## config.mk

```make
export PLATFORM = sky130hd
export DESIGN_NAME = if_prefetch
export DESIGN_NICKNAME = d
export VERILOG_FILES = /design/src/rtl/if_prefetch.sv
export SDC_FILE = /design/constraint.sdc
export NUM_CORES = 1
export LEC_CHECK = 0
export CAP_MARGIN = 10
export CELL_PAD_IN_SITES_DETAIL_PLACEMENT = 0
export CELL_PAD_IN_SITES_GLOBAL_PLACEMENT = 1
export CORE_MARGIN = 2
export CORE_UTILIZATION = 35
export CTS_CLUSTER_DIAMETER = 50
export CTS_CLUSTER_SIZE = 16
export DETAILED_ROUTE_END_ITERATION = 10
export PLACE_DENSITY = 0.74
export SLEW_MARGIN = 20
export SYNTH_ARGS = -nofsm -noshare
export SYNTH_HDL_FRONTEND = slang
export SYNTH_SLANG_ARGS = --single-unit
```

## constraint.sdc

```tcl
create_clock -name clk_cpu -period 12.2 [get_ports clk_cpu]
set_input_delay 1.83 -clock clk_cpu [delete_from_list [all_inputs] [get_ports clk_cpu]]
set_output_delay 1.83 -clock clk_cpu [all_outputs]
set_load 0.05 [all_outputs]
```

## src/rtl/if_prefetch.sv

```systemverilog
// Instruction-fetch prefetcher: issues sequential synchronous IMEM reads into a
// small FIFO, handles branch/jalr redirects, and parks on a misaligned target.
module if_prefetch #(
  parameter logic [31:0] RESET_PC = 32'h0000_0000,
  parameter int          IMEM_AW  = 14,
  parameter int          QDEPTH   = 4
) (
  input  logic               clk_cpu,
  input  logic               rst_cpu_n,
  input  logic               redirect,
  input  logic [31:0]        redirect_pc,
  input  logic               jalr_sel,
  input  logic [31:0]        jalr_addr,
  output logic               imem_en,
  output logic [IMEM_AW-1:0] imem_addr,
  input  logic [31:0]        imem_rdata,
  output logic               out_valid,
  input  logic               out_ready,
  output logic [31:0]        out_inst,
  output logic [31:0]        out_pc,
  output logic               out_misalign,
  output logic [31:0]        fetch_pc
);

  localparam int              PW     = $clog2(QDEPTH);
  localparam logic [0:0]      S_RUN  = 1'b0;
  localparam logic [0:0]      S_HALT = 1'b1;
  localparam logic [PW+1:0]   QD     = (PW+2)'(QDEPTH);
  localparam logic [31:0]     NOP    = 32'h0000_0013;

  logic [0:0]    state_q, state_d;
  logic [31:0]   fetch_pc_q, fetch_pc_d;
  logic          inflight_q, inflight_d;
  logic [31:0]   req_pc_q;
  logic [PW-1:0] head_q, head_d, tail_q, tail_d;
  logic [PW:0]   count_q, count_d;

  logic [31:0]   q_inst [QDEPTH];
  logic [31:0]   q_pc   [QDEPTH];
  logic          q_mis  [QDEPTH];

  logic          redir, deq, space, aligned, run, issue;
  logic          mem_enq, mis_enq, enq;
  logic [31:0]   target, enq_pc, enq_inst;
  logic [PW+1:0] occ;

  assign redir   = redirect | jalr_sel;
  assign target  = jalr_sel ? (jalr_addr & ~32'h1) : redirect_pc;
  assign deq     = out_valid & out_ready;
  // Occupancy after this edge: the in-flight response always lands, so it must be reserved.
  assign occ     = {1'b0, count_q} + {{(PW+1){1'b0}}, inflight_q} - {{(PW+1){1'b0}}, deq};
  assign space   = occ < QD;
  assign aligned = (fetch_pc_q[1:0] == 2'b00);
  assign run     = (state_q == S_RUN);
  assign issue   = run & ~redir & aligned & space;
  assign mem_enq = inflight_q & ~redir;
  // A misaligned PC only follows a redirect or reset, so no read is in flight then.
  assign mis_enq = run & ~redir & ~aligned & space & ~inflight_q;
  assign enq     = mem_enq | mis_enq;
  assign enq_pc   = mem_enq ? req_pc_q   : fetch_pc_q;
  assign enq_inst = mem_enq ? imem_rdata : NOP;

  always_comb begin
    state_d    = state_q;
    fetch_pc_d = fetch_pc_q;
    inflight_d = 1'b0;
    head_d     = head_q;
    tail_d     = tail_q;
    count_d    = count_q;
    if (redir) begin
      state_d    = S_RUN;
      fetch_pc_d = target;
      head_d     = '0;
      tail_d     = '0;
      count_d    = '0;
    end else begin
      inflight_d = issue;
      if (issue)   fetch_pc_d = fetch_pc_q + 32'd4;
      if (mis_enq) state_d    = S_HALT;
      if (enq)     tail_d     = tail_q + PW'(1);
      if (deq)     head_d     = head_q + PW'(1);
      count_d = count_q + {{PW{1'b0}}, enq} - {{PW{1'b0}}, deq};
    end
  end

  always_ff @(posedge clk_cpu or negedge rst_cpu_n) begin
    if (!rst_cpu_n) begin
      state_q    <= S_RUN;
      fetch_pc_q <= RESET_PC;
      inflight_q <= 1'b0;
      head_q     <= '0;
      tail_q     <= '0;
      count_q    <= '0;
    end else begin
      state_q    <= state_d;
      fetch_pc_q <= fetch_pc_d;
      inflight_q <= inflight_d;
      head_q     <= head_d;
      tail_q     <= tail_d;
      count_q    <= count_d;
    end
  end

  // Datapath storage carries no reset; validity is tracked by count_q and inflight_q.
  always_ff @(posedge clk_cpu) begin
    if (issue) req_pc_q <= fetch_pc_q;
    if (enq) begin
      q_inst[tail_q] <= enq_inst;
      q_pc[tail_q]   <= enq_pc;
      q_mis[tail_q]  <= ~mem_enq;
    end
  end

  assign imem_en      = issue & rst_cpu_n;
  assign imem_addr    = fetch_pc_q[IMEM_AW+1:2];
  assign fetch_pc     = fetch_pc_q;
  assign out_valid    = (count_q != '0);
  assign out_inst     = out_valid ? q_inst[head_q] : 32'h0;
  assign out_pc       = out_valid ? q_pc[head_q]   : 32'h0;
  assign out_misalign = out_valid & q_mis[head_q];

endmodule
```

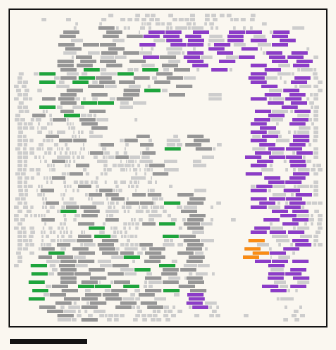
Fig. 1. Where the registers sit (run 1).
The bar under the picture is 50 um long. Other sequential cells in the stronger grey, the rest of the logic in the fainter grey.
name in the netlist	colour	flops
req_pc_q	green	32
q_inst	purple	128
q_mis	orange	4
not coloured	169

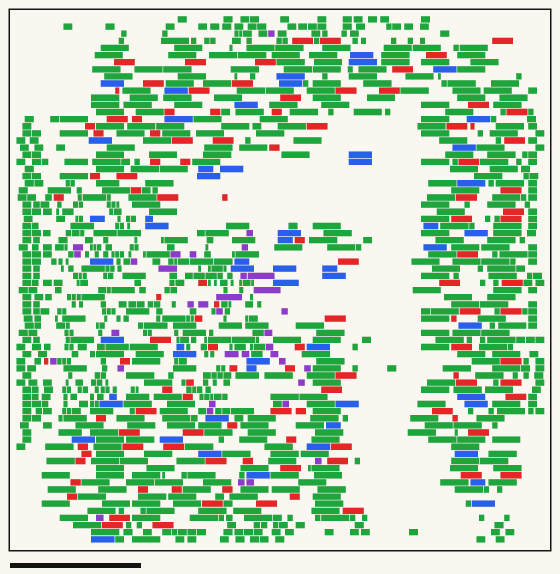
Fig. 2. Drive-strength map (run 1).
The bar under the picture is 50 um long.
size	colour	cells	share
drive 6 and up	blue	56	5.1%
drive 3 to 4	purple	35	3.2%
drive 1 or less	green	900	82%
drive 2	red	112	10%
design area: 18,300 um^2
Worst Setup Slack, final: 5.54 ns

==> flow_results.xml, run 1 <==
<?xml version="1.0" encoding="UTF-8"?>
<metrics>
  <group name="status">
    <metric name="outcome" unit="">completed</metric>
  </group>
  <group name="synthesis">
    <metric name="netlist.top_cell.by_area" unit="">edfxtp_1</metric>
    <metric name="yosysTopAreaCellShare" unit="">0.612</metric>
    <metric name="yosys-stat-area" unit="um^2">14300</metric>
    <metric name="post_synth_mux_area_share" unit="">0.133</metric>
    <metric name="synth_flops" unit="">333</metric>
    <metric name="synthDistinctLibCells" unit="">57</metric>
    <metric name="synthAdderAreaFrac" unit="">0.00926</metric>
    <metric name="synth_area" unit="um^2">14300</metric>
    <metric name="post_synth_inst_count" unit="">874</metric>
  </group>
  <group name="floorplanning">
    <metric name="die.size.y" unit="um">206</metric>
    <metric name="ioPinCount" unit="">214</metric>
    <metric name="floorplan.initialDensity" unit="">0.352</metric>
  </group>
  <group name="clock_network">
    <metric name="post_cts_hold_buffer_count" unit="">0</metric>
    <metric name="cts_inserted_buffers" unit="">37</metric>
    <metric name="cts_num_sinks" unit="">333</metric>
    <metric name="clk_pin_slew_worst_paths" unit="ns">0.06</metric>
    <metric name="clock_tree_from_tritoncts" unit="">done</metric>
  </group>
  <group name="grt">
    <metric name="antenna_found_initial" unit="">1</metric>
    <metric name="first_global_vias" unit="">8674</metric>
  </group>
  <group name="placement">
    <metric name="placed_cell_area" unit="um^2">17000</metric>
    <metric name="worst_setup_timing_slack_at_the_placement_stage" unit="ns">5.51</metric>
  </group>
  <group name="drt">
    <metric name="detail_route.iter0.violations" unit="">474</metric>
    <metric name="detail-route-antenna-nets" unit="">0</metric>
    <metric name="wl_per_cell" unit="um">21.7</metric>
    <metric name="totalWireLength" unit="mm">35.5</metric>
    <metric name="post-route-drc-count" unit="">0</metric>
    <metric name="route.vias.total" unit="">8481</metric>
  </group>
  <group name="finish">
    <metric name="num-multi-input-gates" unit="">459</metric>
    <metric name="drive_above_1_share" unit="">0.184</metric>
    <metric name="clock_area_frac" unit="">0.0731</metric>
    <metric name="instances_no_fill" unit="">1635</metric>
    <metric name="nets" unit="">1186</metric>
    <metric name="nNonClkBuffers" unit="">231</metric>
    <metric name="ff_count" unit="">333</metric>
  </group>
  <group name="power">
    <metric name="p_leak" unit="uW">0.00625</metric>
  </group>
  <group name="worst_setup_path">
    <metric name="crit_path_max_fanout" unit="">6</metric>
    <metric name="worst-setup-path-type" unit="">in -&gt; out</metric>
    <metric name="reg2reg_depth" unit="">13</metric>
    <metric name="crit_arrival" unit="ns">4.83</metric>
    <metric name="reg2reg_to" unit="">q_inst[0][25]</metric>
    <metric name="cp-end-kind" unit="">primary output</metric>
  </group>
  <group name="timing">
    <metric name="slew_viol_final" unit="">0</metric>
    <metric name="rsz0062_at_grt" unit="">false</metric>
    <metric name="finalCritPeriodShare" unit="">0.546</metric>
    <metric name="timing.max_slew.rel_slack" unit="">0.386</metric>
    <metric name="timing.fmax" unit="GHz">0.150</metric>
  </group>
  <group name="job">
    <metric name="openroad.warnings" unit="">30</metric>
  </group>
</metrics>
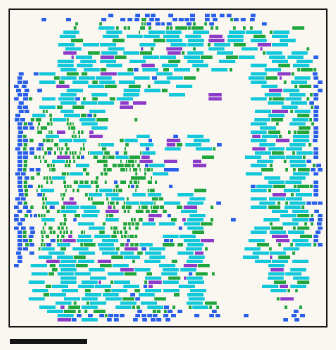
Fig. 3. Cells coloured by class (run 1).
The bar under the picture is 50 um long.
class	colour	cells
other buffers and delay cells	blue	231
clock drivers and dummy loads	purple	67
flops	cyan	333
all other logic	green	472
Core Region: 40,600 um^2
fraction of area in registers: 0.535
Row Count: 74

[run 1: layer usage]
layer | track usage | part of all wire
met1 | 0.221 | 0.43
met2 | 0.285 | 0.49
met3 | 0.0317 | 0.055
met4 | 0.0441 | 0.020
met5 | 0 | 0
[run 1: critical path: stages]
cell and delay, ns:
clkdlybuf4s50_1 0.54, nand2_1 0.14, inv_1 0.08, ha_1 0.14
inv_1 0.04, ha_1 0.25, and3b_1 0.25, a211oi_4 0.32
o21a_1 0.25, and3_1 0.18, clkdlybuf4s50_1 0.81
[run 1: where the power goes]
group / total (uW) / internal, uW / switching, uW
clock network: 1180 / 698 / 486
registers: 1340 / 1300 / 45.5
logic: 435 / 162 / 273
total: 2960 / 2160 / 805
[run 1: cells in the final DEF, fill, tap and decap left out, drive strengths merged, types with 3 or more instances in the layout]
| cell type | count |
|---|---|
| a2bb2oi | 3 |
| buf | 20 |
| clkdlybuf4s50 | 211 |
| inv | 17 |
| ha | 9 |
| nor3 | 5 |
| mux2 | 34 |
| nand2 | 21 |
| mux4 | 65 |
| dfrtp | 41 |
| a21oi | 32 |
| xor2 | 3 |
| o21ai | 28 |
| a21boi | 4 |
| nor2 | 17 |
| o21a | 3 |
| bufinv | 5 |
| mux2i | 5 |
| or3 | 6 |
| o211ai | 3 |
| o41ai | 3 |
| nor4 | 5 |
| and2 | 70 |
| and3 | 35 |
| nand3 | 25 |
| and4 | 5 |
| clkbuf | 40 |
| clkinv | 16 |
| or2 | 4 |
| o31ai | 5 |
| nand4 | 16 |
| a22oi | 26 |
| edfxtp | 292 |
[run 1: flip-flops by register name, indices dropped and copies added (netlist names)]
name        count
inflight_q      1
state_q         1
count_q         3
fetch_pc       32
tail_q          2
head_q          2
q_pc          128
req_pc_q       32
q_inst        128
q_mis           4
--- run 2 (diff from run 1) ---
--- a/config.mk
+++ b/config.mk
@@ -13,7 +13,7 @@
 export CTS_CLUSTER_DIAMETER = 50
 export CTS_CLUSTER_SIZE = 16
 export DETAILED_ROUTE_END_ITERATION = 10
-export PLACE_DENSITY = 0.74
+export PLACE_DENSITY = 0.77
 export SLEW_MARGIN = 20
 export SYNTH_ARGS = -nofsm -noshare
 export SYNTH_HDL_FRONTEND = slang
==> constraint.sdc (replaced) <==
create_clock -name clk_cpu -period 5.55 [get_ports clk_cpu]
set_input_delay 0.8325 -clock clk_cpu [delete_from_list [all_inputs] [get_ports clk_cpu]]
set_output_delay 0.8325 -clock clk_cpu [all_outputs]
set_load 0.05 [all_outputs]
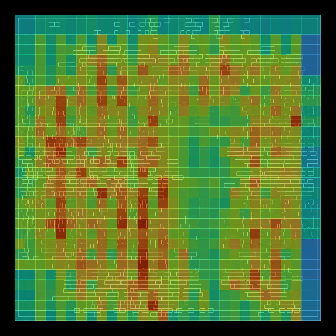
Fig. 4. Congestion heat map (run 2).
routing usage on met1: 0.222
global routing met3 resource utilization: 0.0342
final routed wire length divided by cell count: 22.0 um
Finished Core Util: 0.452

==> flow_results.xml, run 2 <==
<?xml version="1.0" encoding="UTF-8"?>
<metrics>
  <group name="floorplanning">
    <metric name="die.size.y" unit="um">206</metric>
    <metric name="floorplan.initialDensity" unit="">0.352</metric>
    <metric name="design.core.area" unit="um^2">40600</metric>
    <metric name="rows" unit="">74</metric>
  </group>
  <group name="worst_setup_path">
    <metric name="timing.critical_path.cells" unit="">clkdlybuf4s50_1 -&gt; nand2_1 -&gt; inv_1 -&gt; ha_1 -&gt; inv_1 -&gt; ha_1 -&gt; and3b_1 -&gt; o21a_1 -&gt; o21a_1 -&gt; and3_1 -&gt; clkdlybuf4s50_1</metric>
    <metric name="cp_top_family" unit="">buffers and inverters</metric>
    <metric name="reg2reg_depth" unit="">13</metric>
    <metric name="crit_arrival" unit="ns">3.80</metric>
    <metric name="cp-end-kind" unit="">primary output</metric>
    <metric name="crit_path_max_fanout" unit="">6</metric>
    <metric name="reg2reg_to" unit="">q_inst[1][29]</metric>
  </group>
  <group name="finish">
    <metric name="nets" unit="">1187</metric>
    <metric name="layout_top_cell" unit="">edfxtp_1</metric>
    <metric name="drive_above_1_share" unit="">0.187</metric>
    <metric name="instances_no_fill" unit="">1636</metric>
    <metric name="reg.largest.list" unit="">q_inst x128, q_pc x128</metric>
    <metric name="layout_top_cells_excl_fill_tap" unit="">edfxtp_1 (292), clkdlybuf4s50_1 (211), and2_1 (66)</metric>
  </group>
  <group name="grt">
    <metric name="antenna_found_initial" unit="">2</metric>
    <metric name="first_global_vias" unit="">8825</metric>
  </group>
  <group name="synthesis">
    <metric name="yosysTopAreaCellShare" unit="">0.612</metric>
    <metric name="yosys-stat-area" unit="um^2">14300</metric>
    <metric name="synthDistinctLibCells" unit="">57</metric>
    <metric name="synth_flops" unit="">333</metric>
    <metric name="netlist.top_cell.by_area" unit="">edfxtp_1</metric>
  </group>
  <group name="drt">
    <metric name="detail_route.iter0.violations" unit="">582</metric>
    <metric name="totalWireLength" unit="mm">35.9</metric>
    <metric name="detail-route-antenna-nets" unit="">0</metric>
    <metric name="route.vias.total" unit="">8593</metric>
  </group>
  <group name="placement">
    <metric name="placed_cell_area" unit="um^2">17100</metric>
    <metric name="worst_setup_timing_slack_at_the_placement_stage" unit="ns">0.918</metric>
  </group>
  <group name="clock_network">
    <metric name="post_cts_hold_buffer_count" unit="">0</metric>
    <metric name="cts_num_sinks" unit="">333</metric>
    <metric name="clock_tree_from_tritoncts" unit="">done</metric>
    <metric name="clk_pin_slew_worst_paths" unit="ns">0.07</metric>
  </group>
  <group name="timing">
    <metric name="rsz0062_at_grt" unit="">false</metric>
    <metric name="slew_viol_final" unit="">0</metric>
    <metric name="timing.max_slew.rel_slack" unit="">0.272</metric>
    <metric name="timing.fmax" unit="GHz">0.216</metric>
    <metric name="final.setup.worst_slack" unit="ns">0.915</metric>
  </group>
  <group name="power">
    <metric name="p_leak" unit="uW">0.00626</metric>
  </group>
  <group name="status">
    <metric name="outcome" unit="">completed</metric>
  </group>
</metrics>
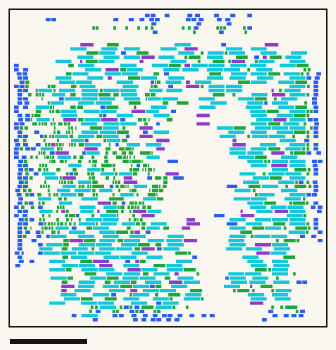
Fig. 5. Cells coloured by class (run 2).
The bar under the picture is 50 um long.
class	colour	cells
clock drivers and dummy loads	purple	65
all other logic	green	472
flops	cyan	333
other buffers and delay cells	blue	233
fraction of area in registers: 0.534
design area: 18,400 um^2

run 2: cell types whose count changed in the layout (fill, tap and decap cells not counted), moves of 2 or more:
| cell | delta |
|---|---|
| clkinv_8 | -4 |
| inv_8 | +2 |
| buf_4 | -2 |
| buf_12 | +5 |
| inv_6 | +2 |
| clkinvlp_4 | -2 |
run 2: report_power, final:
| part | total [uW] | switching, uW | internal, uW |
|---|---|---|---|
| Combinational | 964 | 604 | 360 |
| Clock | 2520 | 1030 | 1490 |
| Sequential | 2950 | 100 | 2850 |
run 2: cell type report:
class / count / share of cell area
clock inverters: 24 / 0.0172
inverters: 13 / 0.00266
clock buffers: 41 / 0.0530
flip-flops and latches: 333 / 0.534
diodes: 1 / 0.000136
multi-input cells: 459 / 0.229
well taps: 532 / 0.0363
repair buffers: 233 / 0.127
run 2: worst max-delay path by stage:
stage	to	slack (ns)	cells after the start
6_report	imem_en	0.92	11
3_5_place_dp	imem_en	0.92	11
5_1_grt	imem_en	0.74	11
3_3_place_gp	imem_en	0.96	11
4_1_cts	imem_en	0.91	11
2_1_floorplan	q_inst[0][0]	1.01	10
run 2: logic make-up after synthesis:
logic type	after synthesis	synth area share
and+or+nand+nor	217	0.0874
buffers and inverters	82	0.0255
adders and majority gates	10	0.00926
AOI/OAI and AO/OA	123	0.0579
xor gates and xnor gates	5	0.00306
DFF	333	0.684
muxes	104	0.133
run 2: layer usage:
metal | part of all wire | wire length [um] | track usage
met2 | 0.50 | 18000 | 0.292
met5 | 0 | 0 | 0
met1 | 0.41 | 14900 | 0.222
met4 | 0.017 | 607 | 0.0393
met3 | 0.066 | 2380 | 0.0342
--- run 3 (diff from run 2) ---
==> constraint.sdc (replaced) <==
create_clock -name clk_cpu -period 3.9 [get_ports clk_cpu]
set_input_delay 0.585 -clock clk_cpu [delete_from_list [all_inputs] [get_ports clk_cpu]]
set_output_delay 0.585 -clock clk_cpu [all_outputs]
set_load 0.05 [all_outputs]
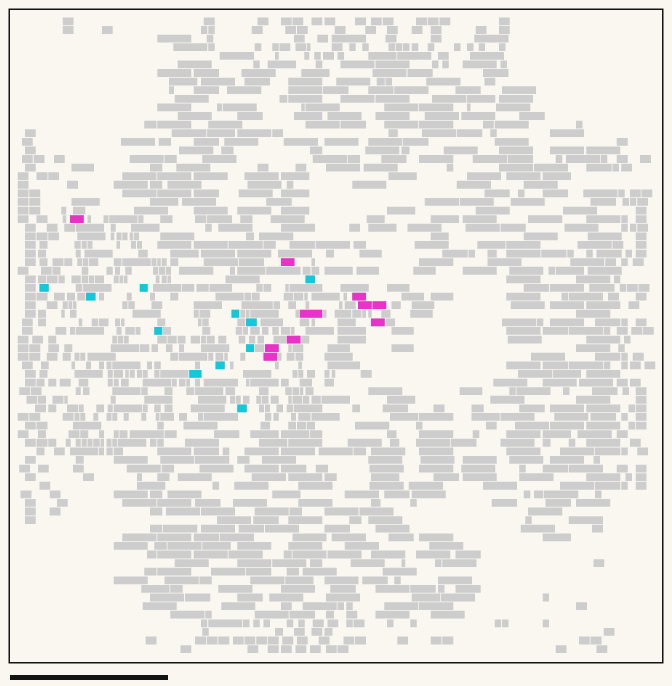
Fig. 6. Logic cells by family (run 3).
The bar under the picture is 50 um long.
family	colour	cells	most used
adder and majority cells	magenta	10	ha_1
AND-OR and OR-AND gates	cyan	11	o21a_1

==> flow_results.xml, run 3 <==
<?xml version="1.0" encoding="UTF-8"?>
<metrics>
  <group name="floorplanning">
    <metric name="die.size.y" unit="um">206</metric>
    <metric name="taps" unit="">532</metric>
    <metric name="rows" unit="">74</metric>
    <metric name="design.core.area" unit="um^2">40600</metric>
    <metric name="floorplan.initialDensity" unit="">0.352</metric>
  </group>
  <group name="power">
    <metric name="cellInternalPower" unit="uW">6540</metric>
    <metric name="power.share.combinational" unit="">0.155</metric>
    <metric name="p_leak" unit="uW">0.00634</metric>
    <metric name="clock_power_share" unit="">0.379</metric>
  </group>
  <group name="synthesis">
    <metric name="netlist.top_cell.by_area" unit="">edfxtp_1</metric>
    <metric name="yosys-stat-area" unit="um^2">14300</metric>
    <metric name="synthDistinctLibCells" unit="">57</metric>
    <metric name="yosysTopAreaCellShare" unit="">0.612</metric>
    <metric name="synth_flops" unit="">333</metric>
  </group>
  <group name="status">
    <metric name="outcome" unit="">completed</metric>
  </group>
  <group name="finish">
    <metric name="clock_area_frac" unit="">0.0660</metric>
    <metric name="comb-cell-share" unit="">0.227</metric>
    <metric name="nNonClkBuffers" unit="">250</metric>
    <metric name="number_of_logic_inverters_in_the_finished_layout" unit="">13</metric>
    <metric name="layout_buffering_overhead_excluding_clock_cells" unit="">0.139</metric>
    <metric name="num_antenna_cells" unit="">1</metric>
    <metric name="num-multi-input-gates" unit="">459</metric>
  </group>
  <group name="clock_network">
    <metric name="post_cts_hold_buffer_count" unit="">0</metric>
    <metric name="cts_num_sinks" unit="">333</metric>
  </group>
  <group name="drt">
    <metric name="totalWireLength" unit="mm">35.8</metric>
    <metric name="wl_per_cell" unit="um">21.7</metric>
  </group>
  <group name="placement">
    <metric name="worst_setup_timing_slack_at_the_placement_stage" unit="ns">0.288</metric>
  </group>
  <group name="worst_setup_path">
    <metric name="reg2reg_depth" unit="">17</metric>
    <metric name="crit_path_max_fanout" unit="">5</metric>
    <metric name="timing.critical_path.cells" unit="">inv_1 -&gt; nand3_2 -&gt; nand2_1 -&gt; inv_1 -&gt; ha_1 -&gt; inv_1 -&gt; ha_1 -&gt; and3b_1 -&gt; o21a_1 -&gt; buf_4 -&gt; o21a_1 -&gt; and3_1 -&gt; buf_12</metric>
    <metric name="cp-end-kind" unit="">primary output</metric>
    <metric name="reg2reg_to" unit="">count_q[2]</metric>
  </group>
  <group name="timing">
    <metric name="final.setup.worst_slack" unit="ns">0.352</metric>
    <metric name="slew_viol_final" unit="">0</metric>
    <metric name="timing.max_slew.rel_slack" unit="">0.444</metric>
    <metric name="rsz0062_at_grt" unit="">false</metric>
  </group>
  <group name="grt">
    <metric name="first_global_vias" unit="">8766</metric>
  </group>
</metrics>
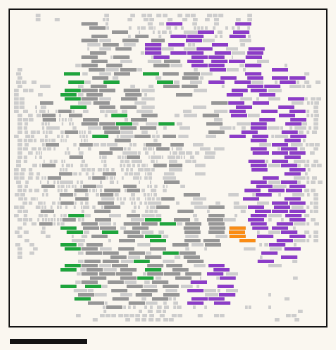
Fig. 7. Where the registers sit (run 3).
The bar under the picture is 50 um long. Other sequential cells in the stronger grey, the rest of the logic in the fainter grey.
name in the netlist	colour	flops
q_mis	orange	4
q_inst	purple	128
req_pc_q	green	32
not coloured	169
Finished Core Util: 0.456
combined flip-flop and latch cell area: 9800 um^2

[run 3: netlist changes by cell type in the layout (fill, tap and decap cells not counted), sizes merged]
cell           change
buf               +18
clkinvlp           +4
bufinv             -3
clkdlybuf4s50      -1
[run 3: logic make-up after synthesis]
group	share of synthesized area
multiplexers	0.133
AND/OR/NAND/NOR	0.0874
adder cells (fa/ha/maj)	0.00926
buffers and inverters	0.0255
XOR/XNOR	0.00306
AND-OR/OR-AND	0.0579
flip-flops	0.684
[run 3: how the worst max path moves through the flow]
stage	to	slack [ns]	cells after the start
final	imem_en	0.35	13
after global routing	imem_en	0.13	13
after CTS	out_pc[8]	0.28	4
after detailed placement	count_q[2]	0.29	16
after global placement	count_q[2]	0.33	16
after floorplan	req_pc_q[0]	0.03	12
[run 3: through the flow]
| step | instances | instance area, um^2 |
|---|---|---|
| after floorplan | 874 | 14300 |
| after global placement | 1587 | 17300 |
| after detailed placement | 1587 | 17300 |
| after CTS | 1653 | 18500 |
| after global routing | 1653 | 18500 |
| final | 1654 | 18500 |
[run 3: metal layers]
| layer | GRT usage | share of wire |
|---|---|---|
| met5 | 0 | 0 |
| met4 | 0.0449 | 0.020 |
| met3 | 0.0341 | 0.062 |
| met2 | 0.282 | 0.48 |
| met1 | 0.229 | 0.44 |
[run 3: power groups by stage]
stage                     clock (uW)  combinational, uW  sequential (uW)
after CTS                       3500               1420             4200
after detailed placement           0               1410             4280
after global routing            3650               1490             4220
after global placement             0               1400             4270
after floorplan                    0                751             4340
final                           3410               1400             4200
No activity file was given, so power comes from the tool's default toggle rates.
